**config.mk**
```make
export PLATFORM = sky130hd
export DESIGN_NAME = bus_transfer_sequencer
export DESIGN_NICKNAME = d
export VERILOG_FILES = /design/src/rtl/bus_transfer_sequencer_pkg.sv /design/src/rtl/bus_transfer_sequencer_onehot_decoder.sv /design/src/rtl/bus_transfer_sequencer.sv
export SDC_FILE = /design/constraint.sdc
export NUM_CORES = 1
export LEC_CHECK = 0
export CORE_MARGIN = 3
export CORE_UTILIZATION = 45
export DETAILED_ROUTE_END_ITERATION = 6
export PLACE_DENSITY = 0.75
export SYNTH_ARGS = -nofsm -noshare
export SYNTH_HDL_FRONTEND = slang
export SYNTH_SLANG_ARGS = --single-unit
```
**constraint.sdc**
```tcl
create_clock -name register_clock -period 3.63 [get_ports register_clock]
set_input_delay 0.363 -clock register_clock [delete_from_list [all_inputs] [get_ports register_clock]]
set_output_delay 0.363 -clock register_clock [all_outputs]
set_load 0.03 [all_outputs]
```
**src/rtl/bus_transfer_sequencer_pkg.sv**
```systemverilog
// Shared types and constants for the register-bus transfer sequencer.
package bus_transfer_sequencer_pkg;

  localparam int unsigned XFER_CNT_W = 16;

  typedef enum logic [2:0] {
    StIdle,
    StDrive,
    StLatch,
    StGap,
    StResp
  } state_e;

  function automatic logic idx_in_range(input int unsigned idx, input int unsigned num_regs);
    return idx < num_regs;
  endfunction

endpackage

```
**src/rtl/bus_transfer_sequencer_onehot_decoder.sv**
```systemverilog
// Index to one-hot enable decoder; all-zero when disabled or index out of range.
module bus_transfer_sequencer_onehot_decoder #(
  parameter int unsigned IDX_W    = 2,
  parameter int unsigned NUM_REGS = 4
) (
  input  logic                en,
  input  logic [IDX_W-1:0]    idx,
  output logic [NUM_REGS-1:0] onehot
);

  always_comb begin
    onehot = '0;
    for (int unsigned i = 0; i < NUM_REGS; i++) begin
      onehot[i] = en && (32'(idx) == i);
    end
  end

endmodule

```
**src/rtl/bus_transfer_sequencer.sv**
```systemverilog
// Sequences tri-state out/in strobes on the shared register bus for src->dst moves.
module bus_transfer_sequencer
  import bus_transfer_sequencer_pkg::*;
#(
  parameter int unsigned NUM_REGS      = 4,
  parameter int unsigned IDX_W         = 2,
  parameter int unsigned SETTLE_CYCLES = 1
) (
  input  logic                  register_clock,
  input  logic                  register_reset_n,
  input  logic                  cmd_valid,
  output logic                  cmd_ready,
  input  logic [IDX_W-1:0]      cmd_src,
  input  logic [IDX_W-1:0]      cmd_dst,
  output logic [NUM_REGS-1:0]   reg_out_en,
  output logic [NUM_REGS-1:0]   reg_in_en,
  output logic                  xfer_done,
  output logic                  xfer_err,
  output logic                  bus_busy,
  output logic [XFER_CNT_W-1:0] xfer_count
);

  localparam int unsigned CntW = (SETTLE_CYCLES > 1) ? $clog2(SETTLE_CYCLES) : 1;
  localparam logic [CntW-1:0] SettleLoad = CntW'(SETTLE_CYCLES - 1);

  state_e                  state_q, state_d;
  logic [IDX_W-1:0]        src_q, src_d;
  logic [IDX_W-1:0]        dst_q, dst_d;
  logic [CntW-1:0]         cnt_q, cnt_d;
  logic                    resp_err_q, resp_err_d;
  logic [XFER_CNT_W-1:0]   xfer_count_q;
  logic                    drive_en, latch_en;
  logic                    done_d, err_d;
  logic [NUM_REGS-1:0]     out_en_d, in_en_d;

  assign cmd_ready  = (state_q == StIdle) && register_reset_n;
  assign xfer_count = xfer_count_q;

  always_comb begin
    state_d    = state_q;
    src_d      = src_q;
    dst_d      = dst_q;
    cnt_d      = cnt_q;
    resp_err_d = resp_err_q;
    drive_en   = 1'b0;
    latch_en   = 1'b0;
    done_d     = 1'b0;
    err_d      = 1'b0;
    unique case (state_q)
      StIdle: begin
        if (cmd_valid) begin
          src_d = cmd_src;
          dst_d = cmd_dst;
          if (!idx_in_range(32'(cmd_src), NUM_REGS) || !idx_in_range(32'(cmd_dst), NUM_REGS)) begin
            resp_err_d = 1'b1;
            state_d    = StResp;
          end else if (cmd_src == cmd_dst) begin
            resp_err_d = 1'b0;
            state_d    = StResp;
          end else begin
            cnt_d   = SettleLoad;
            state_d = StDrive;
          end
        end
      end
      StDrive: begin
        drive_en = 1'b1;
        if (cnt_q == '0) begin
          state_d = StLatch;
        end else begin
          cnt_d = cnt_q - 1'b1;
        end
      end
      StLatch: begin
        // Source keeps driving while the destination captures on the closing edge.
        drive_en = 1'b1;
        latch_en = 1'b1;
        state_d  = StGap;
      end
      StGap: begin
        done_d  = 1'b1;
        state_d = StIdle;
      end
      StResp: begin
        done_d  = !resp_err_q;
        err_d   = resp_err_q;
        state_d = StIdle;
      end
      default: state_d = StIdle;
    endcase
  end

  bus_transfer_sequencer_onehot_decoder #(
    .IDX_W    (IDX_W),
    .NUM_REGS (NUM_REGS)
  ) u_out_dec (
    .en     (drive_en),
    .idx    (src_q),
    .onehot (out_en_d)
  );

  bus_transfer_sequencer_onehot_decoder #(
    .IDX_W    (IDX_W),
    .NUM_REGS (NUM_REGS)
  ) u_in_dec (
    .en     (latch_en),
    .idx    (dst_q),
    .onehot (in_en_d)
  );

  // Enables are flopped so the async reset drops them in the same instant it asserts.
  always_ff @(posedge register_clock or negedge register_reset_n) begin
    if (!register_reset_n) begin
      state_q      <= StIdle;
      src_q        <= '0;
      dst_q        <= '0;
      cnt_q        <= '0;
      resp_err_q   <= 1'b0;
      reg_out_en   <= '0;
      reg_in_en    <= '0;
      xfer_done    <= 1'b0;
      xfer_err     <= 1'b0;
      bus_busy     <= 1'b0;
      xfer_count_q <= '0;
    end else begin
      state_q    <= state_d;
      src_q      <= src_d;
      dst_q      <= dst_d;
      cnt_q      <= cnt_d;
      resp_err_q <= resp_err_d;
      reg_out_en <= out_en_d;
      reg_in_en  <= in_en_d;
      xfer_done  <= done_d;
      xfer_err   <= err_d;
      bus_busy   <= (state_d != StIdle);
      if (done_d) begin
        xfer_count_q <= xfer_count_q + XFER_CNT_W'(1);
      end
    end
  end

endmodule

```
pdn.png
The bar under the picture is 20 um long. Pins as bars on the die edge. Tap cells in grey.
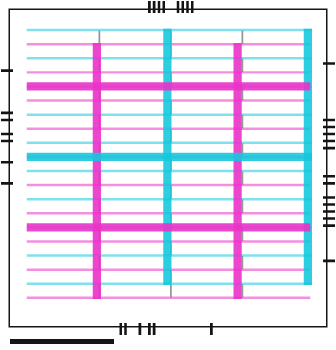
legend:
  VDD:
    colour: cyan
  VSS:
    colour: magenta
tap cells: 31
signal pins: 35
met4 straps: 4
met1 rails: 20

cell_classes.png
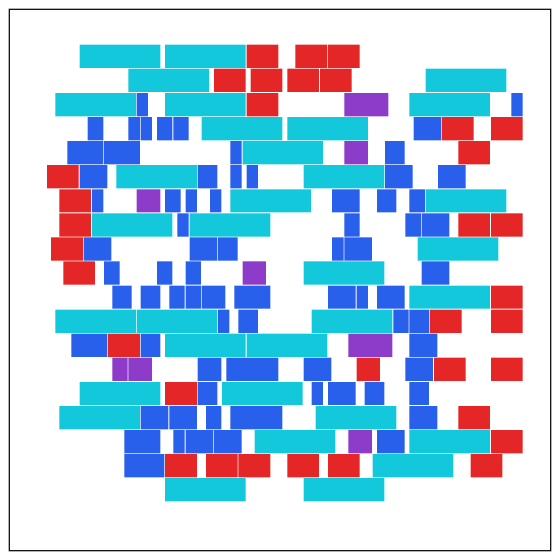
legend:
  all other logic:
    colour: blue
    cells: 74
    share_of_their_area: 29%
  flip-flops:
    colour: cyan
    cells: 33
    share_of_their_area: 47%
  clock drivers and dummy loads:
    colour: purple
    cells: 8
    share_of_their_area: 4.0%
  other buffers and delay cells:
    colour: red
    cells: 34
    share_of_their_area: 19%
post-route cell area: 1790 um^2
Util after Layout: 63.2%
core area: 2830 um^2
Rows: 19

clock_map.png
The bar under the picture is 20 um long.
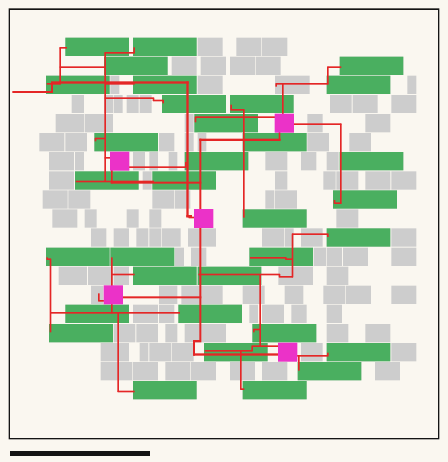
legend:
  cells driving clock nets:
    colour: magenta
    count: 5
  clock wires:
    colour: red
    length: 402 um
  flip-flops:
    colour: green
    count: 33
routed clock nets: 6
Worst Skew: 0.00917 ns
clock-net power: 0.232 mW
clk_lat worst skew: 0.33 ns
Clock power frac: 17.6%

metal_stack.png
The bar under the picture is 20 um long. Only two layers are drawn.
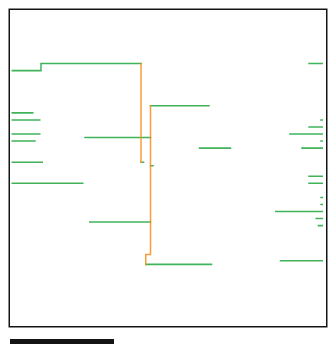
legend:
  met4:
    colour: orange
    wire_length: 50.6 um
  met3:
    colour: green
    wire_length: 159 um

==> ci_impl_report.md <==
### Metrics collected by this job

| Metric | Value |
|---|---|
| RSZ-0062 raised after global routing | `no` |
| Worst Hold Class | `register to register` |
| Sw Share | `38.9%` |
| CP Capture Type | `output pin` |
| Crit path arrival time | `roughly 1.9 ns` |
| 1st-pass router iterations | `4` |
| CTS tree | `built` |
| CP Data Required Time | `3.27 ns` |
| Buffers added on ports | `33` |
| Hold Path Sink | `reg_in_en[2]$_DFF_PN0_` |
| Final setup vio count | `0` |
| PwrDens | `approximately 740 nW/um^2` |
| Final Non-Filler Cells | `~180` |
| Via count | `926` |
| Diodes inserted | `0` |
| Distinct cells, synth | `27` |
| Mapped Area | `approximately 1400 um^2` |
| Ports | `35` |
| Final slew viol count | `0` |
| Pin count of the biggest net entering global routing | `34` |
| CTS Sinks | `33` |
| DRT Wirelength | `around 2.4 mm` |
| Hold_sp | `dst_q[0]$_DFFE_PN0P_` |
| Hold Buf Count CTS | `0` |
| # nets final | `between 150 and 200` |
| Crit path from | `state_q[0]$_DFF_PN0_` |
| CTS Buf Count | `5` |
| Root cell of the clock tree | `clkbuf_4` |
| DRC | `0` |
| Postcts setup bufs | `0` |
| Fillcell total | `226` |
| Die ar. | `3720 um^2` |
| Synth flops | `33` |
| Initial Util | `48.1%` |
| Total grt overflow | `0` |
| Area Growth Syn to Fin | `31.2%` |
| Cell Int Power | `slightly above 0.8 mW` |
| P_leak | `0.778 nW` |
| GRT Total Usage | `14.8%` |
| Switch Pwr | `between 0.5 and 0.6 mW` |
| Syn Nets | `between 100 and 150` |
| Reg2reg setup slack | `2.04 ns` |
| Max cap viols | `0` |
| Hold Violations, Final | `0` |
| Final worst-path cycle share | `between 60% and 70%` |
| First-pass GRT wire length | `3.88 mm` |
| Maximum fanout along the worst path | `8` |
| FMAX | `approximately 440 MHz` |
| Gate Area | `510 um^2` |
| Antenna violations before repair | `0` |
| Synthesis area per yosys | `between 1000 and 1500 um^2` |
| Vias in the first global route | `~890` |
| Reg2reg end | `xfer_count[6]$_DFFE_PN0P_` |
| Synthesis Warnings | `0` |
| OpenROAD warning count | `26` |
| Clock-pin slew on the worst setup and hold paths | `0.10 ns` |
| Antenna Nets Post-Route | `0` |
| Layout cells sized above 1 | `a little under an eighth` |
| Yosys Instances | `~110` |
| Post-DP HPWL | `1.78 mm` |
| Syn Inst Count | `~110` |
| Seq pwr share | `a little over two fifths` |
| Reg2reg start | `state_q[1]$_DFF_PN0_` |
| GP Congestion | `just under 0.8` |
| Crit Path Category | `register to output pin` |
| Dpl cell area | `1720 um^2` |
| H-tree depth reported by CTS | `2` |
| Outcome | `finished, final reports clean` |
| Wirelength per Cell | `about 13 um` |
| Worst Setup Start Kind | `register` |
| Register area | `between 800 and 900 um^2` |
| Path depth of the worst reg2reg path | `4` |
| Die H | `between 60 and 70 um` |
| Iter 0 DRT Violations | `25` |
| Seq share, synth | `roughly 61%` |
| Hold path depth | `1` |
| Clock buffer depth | `2` |
| Combinational power share | `about two fifths` |
| Synthesized area per cell | `roughly 12 um^2` |
| End of the critical path | `cmd_ready` |
| Placed cell count | `172` |
| Min cycle time layout | `roughly 2.3 ns` |
| Setup TNS | `0 ns` |
| # resized after CTS | `0` |
| Vias/cell | `5.14` |
| Max VDD drop | `0.382 mV` |
## synthesized netlist by cell type
master	number	area (um^2)
or3b_4	1	11.3
a21oi_1	1	5.00
nand4_1	4	25.0
inv_1	1	3.75
ha_1	1	12.5
conb_1	1	3.75
mux2_2	4	45.0
a211oi_1	1	7.51
and3_1	3	18.8
o21ai_0	1	5.00
xor2_1	4	35.0
and4_1	4	35.0
clkbuf_1	1	3.75
buf_2	2	10.0
nand2_2	1	6.26
and2_1	2	12.5
nor2_1	6	22.5
nand3_1	7	35.0
nor4_1	1	6.26
a21oi_4	2	32.5
dfrtp_1	33	826
nor2b_1	1	6.26
nor3_1	5	25.0
nand2_1	8	30.0
buf_4	1	7.51
xnor2_1	14	123
nand3b_1	1	7.51
## power by group through the flow
stage	clock, mW	sequential, mW	combinational, mW
final	0.232	0.574	0.514
after global routing	0.255	0.593	0.557
after CTS	0.242	0.575	0.522
after detailed placement	0	0.582	0.520
after global placement	0	0.574	0.510
after floorplan	0	0.684	0.212
## registers in the layout, summed over array words and instances (netlist names)
signal and flops:
xfer_count 16, state_q 3, reg_in_en 4, bus_busy 1
reg_out_en 4, xfer_done 1, dst_q 2, src_q 2
## placed cells by master (no fill, tap or decap), drive strengths merged, types with 2 or more instances in the layout
| cell | count |
|---|---|
| nand2 | 9 |
| nand3 | 7 |
| xor2 | 4 |
| clkbuf | 7 |
| nand4 | 4 |
| a21oi | 3 |
| and3 | 3 |
| and4 | 4 |
| nor2 | 6 |
| and2 | 2 |
| nor3 | 5 |
| clkdlybuf4s50 | 33 |
| xnor2 | 14 |
| mux2 | 4 |
| dfrtp | 33 |
## area by class of cell
cell class              count  share of cell area, %
clock buffers               7                   3.64
clock inverters             1                  0.280
inverters                   1                  0.210
multi-input cells          73                   28.6
flip-flops and latches     33                   46.2
well taps                  31                   2.17
repair buffers             34                   18.9
## critical path, stage by stage, from the launching register on
cell,delay [ns]
dfrtp_1,0.47
nor3_1,0.28
and2_1,0.17
clkdlybuf4s50_1,0.67
## per-layer routing
| layer | vias to the layer above | share of wire, % | GRT usage (%) |
|---|---|---|---|
| met5 | - | 0 | 0 |
| met3 | 7 | 6.6 | 6.17 |
| met1 | 439 | 44 | 16.5 |
| li1 | 452 | - | - |
| met4 | 0 | 2.1 | 7.43 |
| met2 | 28 | 48 | 24.1 |
## kinds of logic after synthesis
| kind of cell | share of synthesized area [%] |
|---|---|
| other | 0.275 |
| xor gates and xnor gates | 11.6 |
| adders and majority gates | 0.919 |
| AOI/OAI and AO/OA | 3.68 |
| buffers and inverters | 1.84 |
| muxes | 3.31 |
| DFF | 60.7 |
| and+or+nand+nor | 17.7 |
## per-stage QoR
| stage | worst slack, ns | power (mW) | utilization (%) | hold WS, ns |
|---|---|---|---|---|
| 6_report | 1.36 | 1.32 | 63.2 | 0.459 |
| 5_1_grt | 1.18 | 1.40 | 63.2 | 0.482 |
| 4_1_cts | 1.33 | 1.34 | 63.2 | 0.460 |
| 3_5_place_dp | 1.58 | 1.10 | 60.7 | 0.446 |
| 3_3_place_gp | 1.56 | 1.08 | 60.7 | 0.436 |
| 2_1_floorplan | 2.12 | 0.896 | - | 0.0674 |
Power is estimated from default activity; no workload was simulated.
